===== config.mk =====
export PLATFORM = sky130hd
export DESIGN_NAME = line_deserializer
export DESIGN_NICKNAME = d
export VERILOG_FILES = /design/src/rtl/line_pkg.sv /design/src/rtl/lane_shift_reg.sv /design/src/rtl/line_deserializer.sv
export SDC_FILE = /design/constraint.sdc
export NUM_CORES = 1
export LEC_CHECK = 0
export CORE_MARGIN = 1
export CORE_UTILIZATION = 40
export DETAILED_ROUTE_END_ITERATION = 10
export PLACE_DENSITY_LB_ADDON = 0.3
export SYNTH_ARGS = -nofsm -noshare
export SYNTH_HDL_FRONTEND = slang
export SYNTH_SLANG_ARGS = --single-unit
export TNS_END_PERCENT = 5

===== constraint.sdc =====
create_clock -name clk -period 5.4 [get_ports clk]
set_clock_uncertainty 0.05 [all_clocks]
set_input_delay 0.54 -clock clk [delete_from_list [all_inputs] [get_ports clk]]
set_output_delay 0.54 -clock clk [all_outputs]
set_load 0.02 [all_outputs]

===== src/rtl/line_pkg.sv =====
// Shared sizing helpers for the multi-lane line deserializer.
// Everything here is elaboration-time arithmetic on the block parameters.
package line_pkg;

  // Number of bits in one complete image line.
  function automatic int line_bits(input int pixel_width, input int pixels);
    return pixel_width * pixels;
  endfunction

  function automatic int line_beats(input int w, input int lanes);
    return w / lanes;
  endfunction

  // A single-beat line still needs a one-bit counter to keep the logic uniform.
  function automatic int beat_cnt_width(input int beats);
    return (beats > 1) ? $clog2(beats) : 1;
  endfunction

  function automatic bit lanes_divide(input int w, input int lanes);
    return (lanes > 0) && ((w % lanes) == 0);
  endfunction

endpackage


===== src/rtl/lane_shift_reg.sv =====
// LANES-wide, W-deep LSB-first shift register.
// next_o is the value the register takes on an enabled beat, so the top can capture a completing line without a bubble.
module lane_shift_reg #(
  parameter int W     = 32,
  parameter int LANES = 1
) (
  input  logic             clk,
  input  logic             reset_n,
  input  logic             en_i,
  input  logic [LANES-1:0] shift_i,
  output logic [W-1:0]     next_o
);

  generate
    if (LANES == W) begin : g_single_beat
      // The whole line arrives in one beat, so no history is kept.
      assign next_o = shift_i;
    end else begin : g_shift
      logic [W-1:0] sr_q;

      assign next_o = {shift_i, sr_q[W-1:LANES]};

      always_ff @(posedge clk or negedge reset_n) begin
        if (!reset_n) begin
          sr_q <= '0;
        end else if (en_i) begin
          sr_q <= next_o;
        end
      end
    end
  endgenerate

endmodule


===== src/rtl/line_deserializer.sv =====
// Multi-lane serial-to-parallel line capture with a double-buffered output,
// valid/ready handshake, sticky overrun flag and line resynchronisation.
module line_deserializer
  import line_pkg::*;
#(
  parameter int PIXEL_WIDTH = 8,
  parameter int PIXELS      = 32,
  parameter int LANES       = 1,
  parameter int CNT_WIDTH   = 16
) (
  input  logic                          clk,
  input  logic                          reset_n,
  input  logic                          in_valid,
  input  logic [LANES-1:0]              shift_in,
  input  logic                          line_sync,
  output logic                          line_valid,
  input  logic                          line_ready,
  output logic [PIXELS*PIXEL_WIDTH-1:0] data_out,
  output logic [CNT_WIDTH-1:0]          line_count,
  output logic                          overrun,
  input  logic                          clear_overrun
);

  localparam int W     = line_bits(PIXEL_WIDTH, PIXELS);
  localparam int BEATS = line_beats(W, LANES);
  localparam int BCW   = beat_cnt_width(BEATS);
  localparam logic [BCW-1:0] LAST_BEAT = BCW'(BEATS - 1);

  generate
    if (!lanes_divide(W, LANES)) begin : g_bad_lanes
      $error("line_deserializer: LANES must divide PIXELS*PIXEL_WIDTH");
    end
  endgenerate

  logic [W-1:0]         line_next;
  logic [BCW-1:0]       beat_q, beat_d, beat_base;
  logic                 valid_q, valid_d;
  logic [W-1:0]         data_q, data_d;
  logic [CNT_WIDTH-1:0] count_q, count_d;
  logic                 ovr_q, ovr_d;
  logic                 complete, shadow_free, load, drop;

  lane_shift_reg #(
    .W     (W),
    .LANES (LANES)
  ) u_shift (
    .clk     (clk),
    .reset_n (reset_n),
    .en_i    (in_valid),
    .shift_i (shift_in),
    .next_o  (line_next)
  );

  // A sync beat restarts counting at zero, so the same beat can still be beat 0 of the new line.
  always_comb begin
    beat_base   = line_sync ? '0 : beat_q;
    complete    = in_valid && (beat_base == LAST_BEAT);
    shadow_free = !valid_q || line_ready;
    load        = complete && shadow_free;
    drop        = complete && !shadow_free;

    beat_d  = beat_q;
    valid_d = valid_q;
    data_d  = data_q;
    count_d = count_q;
    ovr_d   = ovr_q;

    if (in_valid) begin
      beat_d = complete ? '0 : beat_base + 1'b1;
    end else if (line_sync) begin
      beat_d = '0;
    end

    if (load) begin
      valid_d = 1'b1;
      data_d  = line_next;
      count_d = count_q + 1'b1;
    end else if (valid_q && line_ready) begin
      valid_d = 1'b0;
    end

    // A dropped line wins over a simultaneous clear so no overrun goes unreported.
    if (drop) begin
      ovr_d = 1'b1;
    end else if (clear_overrun) begin
      ovr_d = 1'b0;
    end
  end

  always_ff @(posedge clk or negedge reset_n) begin
    if (!reset_n) begin
      beat_q  <= '0;
      valid_q <= 1'b0;
      data_q  <= '0;
      count_q <= '0;
      ovr_q   <= 1'b0;
    end else begin
      beat_q  <= beat_d;
      valid_q <= valid_d;
      data_q  <= data_d;
      count_q <= count_d;
      ovr_q   <= ovr_d;
    end
  end

  assign line_valid = valid_q;
  assign data_out   = data_q;
  assign line_count = count_q;
  assign overrun    = ovr_q;

endmodule


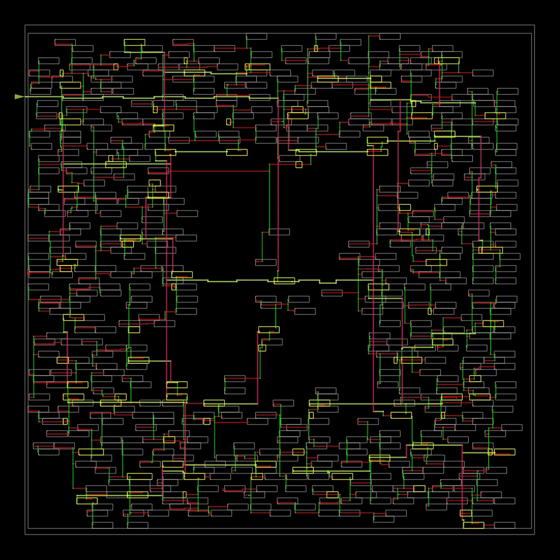
Figure 1: clock routing.
Seq Cell Count: 537
worst skew pair latency: 590 ps

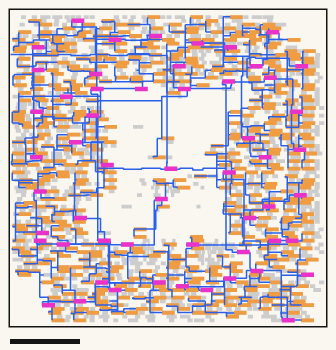
Figure 2: clock distribution.
The bar under the picture is 50 um long.
clock drivers -> magenta  # count 55
flip-flops -> orange  # count 537
clock wires -> blue  # length 6540 um
routed clock nets = 56
flops lie = all over the die
clock power share: 0.458
power in the clock group: 3.75 mW

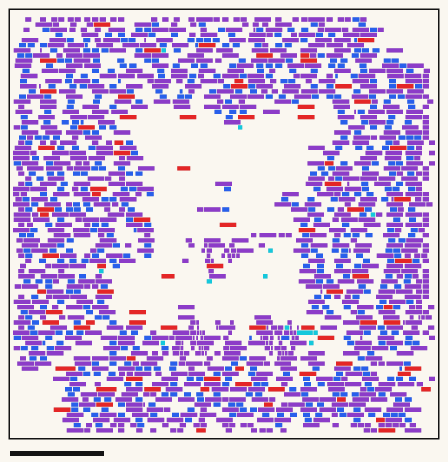
Figure 3: cells by drive strength.
The bar under the picture is 50 um long.
_6 and larger -> red  # cells 81, share 5.3%, most used clkbuf_16
_0 and _1 cells -> purple  # cells 906, share 59%, most used dfrtp_1
_3 and _4 cells -> cyan  # cells 12, share 0.79%, most used buf_4
_2 cells -> blue  # cells 524, share 34%, most used mux2_2
area grow syn2layout: 25.6%
Non-CTS buffers: 293

==> flow_metrics.rpt <==
=== SYNTHESIS / PLACE & ROUTE SUMMARY ===
----------------------------------------------------
[Status]
  Outcome ........................ finished, final reports clean

[Setup path]
  Endpoint arrival time on the critical path ........................ 3490 ps
  Standard cell with the maximum stage delay on the critical path ........................ clkdlybuf4s50_1
  Slowest Stage Delay on Critical Path ........................ 570 ps
  Startpoint of the worst setup timing path ........................ line_sync
  WS Path Type ........................ primary input to flop
  Req. time, crit path ........................ 5820 ps
  Crit path max-delay family ........................ buffers and inverters
  Worst R2R End ........................ data_out[179]

[Clocking]
  Number of H-tree branching levels ........................ 2
  Count of buffers added by post-CTS timing repair for setup ........................ 0
  Sinks on Clock Net ........................ 537
  CTS tree ........................ yes
  Number of buffers created by CTS ........................ 55
  Largest buffer count on any clock path ........................ 3

[Synth]
  Proportion of register bits with asynchronous set or reset after synthesis ........................ 1.00
  Number of storage elements in the synthesis netlist ........................ 537
  Ranking of synthesized cells by area ........................ dfrtp_1 (67%), mux2_2 (29%), buf_6 (1.5%)
  Number of enable-type register cells in the synthesized netlist ........................ 0
  Simple Share, Synth ........................ 0.0150
  Sequential cell area fraction in the yosys report ........................ 0.665
  Count of cell types in the netlist ........................ 31
  Most used flip-flop cell after synthesis ........................ dfrtp_1
  Yosys adder share ........................ 0.00124
  Logic family by area ........................ multiplexers
  List of most frequent post-synthesis cells ........................ dfrtp_1 (537), mux2_2 (512), buf_6 (27), clkbuf_1 (26), xnor2_1 (16)
  Number of warnings reported in the yosys synthesis log ........................ 0
  Multiplexer share ........................ 0.286
  Most area-hungry cell type in the Yosys netlist ........................ dfrtp_1

[Drt]
  Remaining antenna violation count ........................ 0
  DRC marker count from the first detailed-route iteration ........................ 474
  Routed Wire Length ........................ 37800 um

[Hold path]
  Worst Hold Path EP ........................ line_count[15]
  Min-delay src ........................ line_count[15]
  Path category of the worst min-delay check ........................ flop to flop

[Placed design]
  Pre-CTS setup slack ........................ 1730 ps
  # port buffers ........................ 280

[STA]
  Max-slew headroom at the worst pin ........................ 0.323
  Final min period ........................ 3070 ps
  Cycle use final ........................ 0.568
  Setup total negative slack ........................ 0 ps
  Final tally of setup violations ........................ 0
  RSZ-0062 raised after global routing ........................ no

[Die]
  Tapcell Cnt ........................ 664
  Overall die height ........................ 227 um
  Number of placement rows ........................ 81
  Die width ........................ 227 um
  Count of boundary I/O pins ........................ 281

[Finish]
  Post-layout net count ........................ 1489
  Inserted Diodes ........................ 0
  Combinational gates ........................ 591
  Clkbuf count ........................ 84
  Number of non-filler instances in the completed layout ........................ 2187
  Clock buffer and inverter area fraction after layout ........................ 0.0720
  Comb/total area ........................ 0.248

[Power and ir drop]
  Heaviest power group ........................ registers
  Power Dens Cells ........................ 323 nW/um^2
  Switching power ........................ 1.72 mW
  Power share of the sequential group ........................ 0.511
  VDD IR-drop max ........................ 0.241 mV

[Global route]
  Fraction of met2 tracks used by global routing ........................ 0.222
  Most utilized layer in the global route result ........................ met2
  Number of global-route vias before repair ........................ 11089
  First-pass GRT wire length ........................ 61200 um
  Total global routing overflow ........................ 0
  Overall global routing resource usage ........................ 0.150

[Job]
  Number of warnings the tools reported ........................ 34

----------------------------------------------------
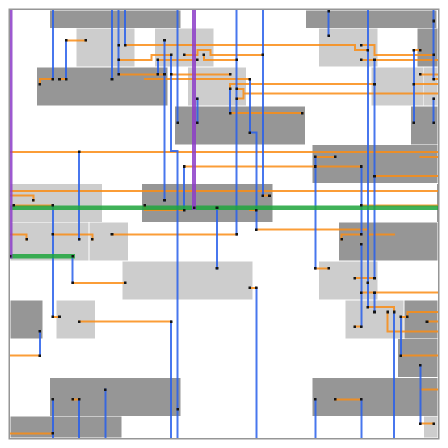
Figure 4: zoomed window.
Window x 155 to 185, y 42 to 72 um. Cells in grey, sequential cells in the stronger grey; small squares are vias.
metal 4 -> purple
metal 1 -> orange
metal 3 -> green
metal 2 -> blue
most frequent = dfrtp_1 (8), mux2_2 (6), buf_4 (2)
cells with their middle in the window = 20
sequential cells in the window = 8
netlist names of flops here include = u_shift.g_shift.sr_q (6), data_out (2)

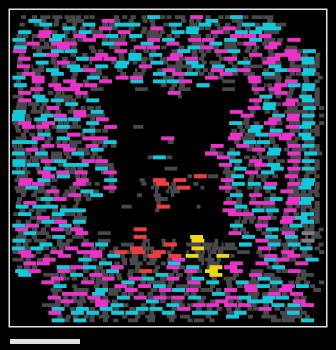
Figure 5: register map, names as in the netlist.
The bar under the picture is 50 um long. Other sequential cells in the stronger grey, the rest of the logic in the fainter grey.
line_count -> red  # placed flops 16, where bottom middle
data_out -> cyan  # placed flops 256, where all over the die
u_shift.g_shift.sr_q -> magenta  # placed flops 255, where all over the die
beat_q -> yellow  # placed flops 8, where bottom middle
not coloured = 2
Reg area: 13400 um^2
Final Core Density: 0.514
total sequential power: 4.19 mW
sequential share of cell area: 0.530

Power figures rest on the tool's default switching activity, not on a simulated workload.
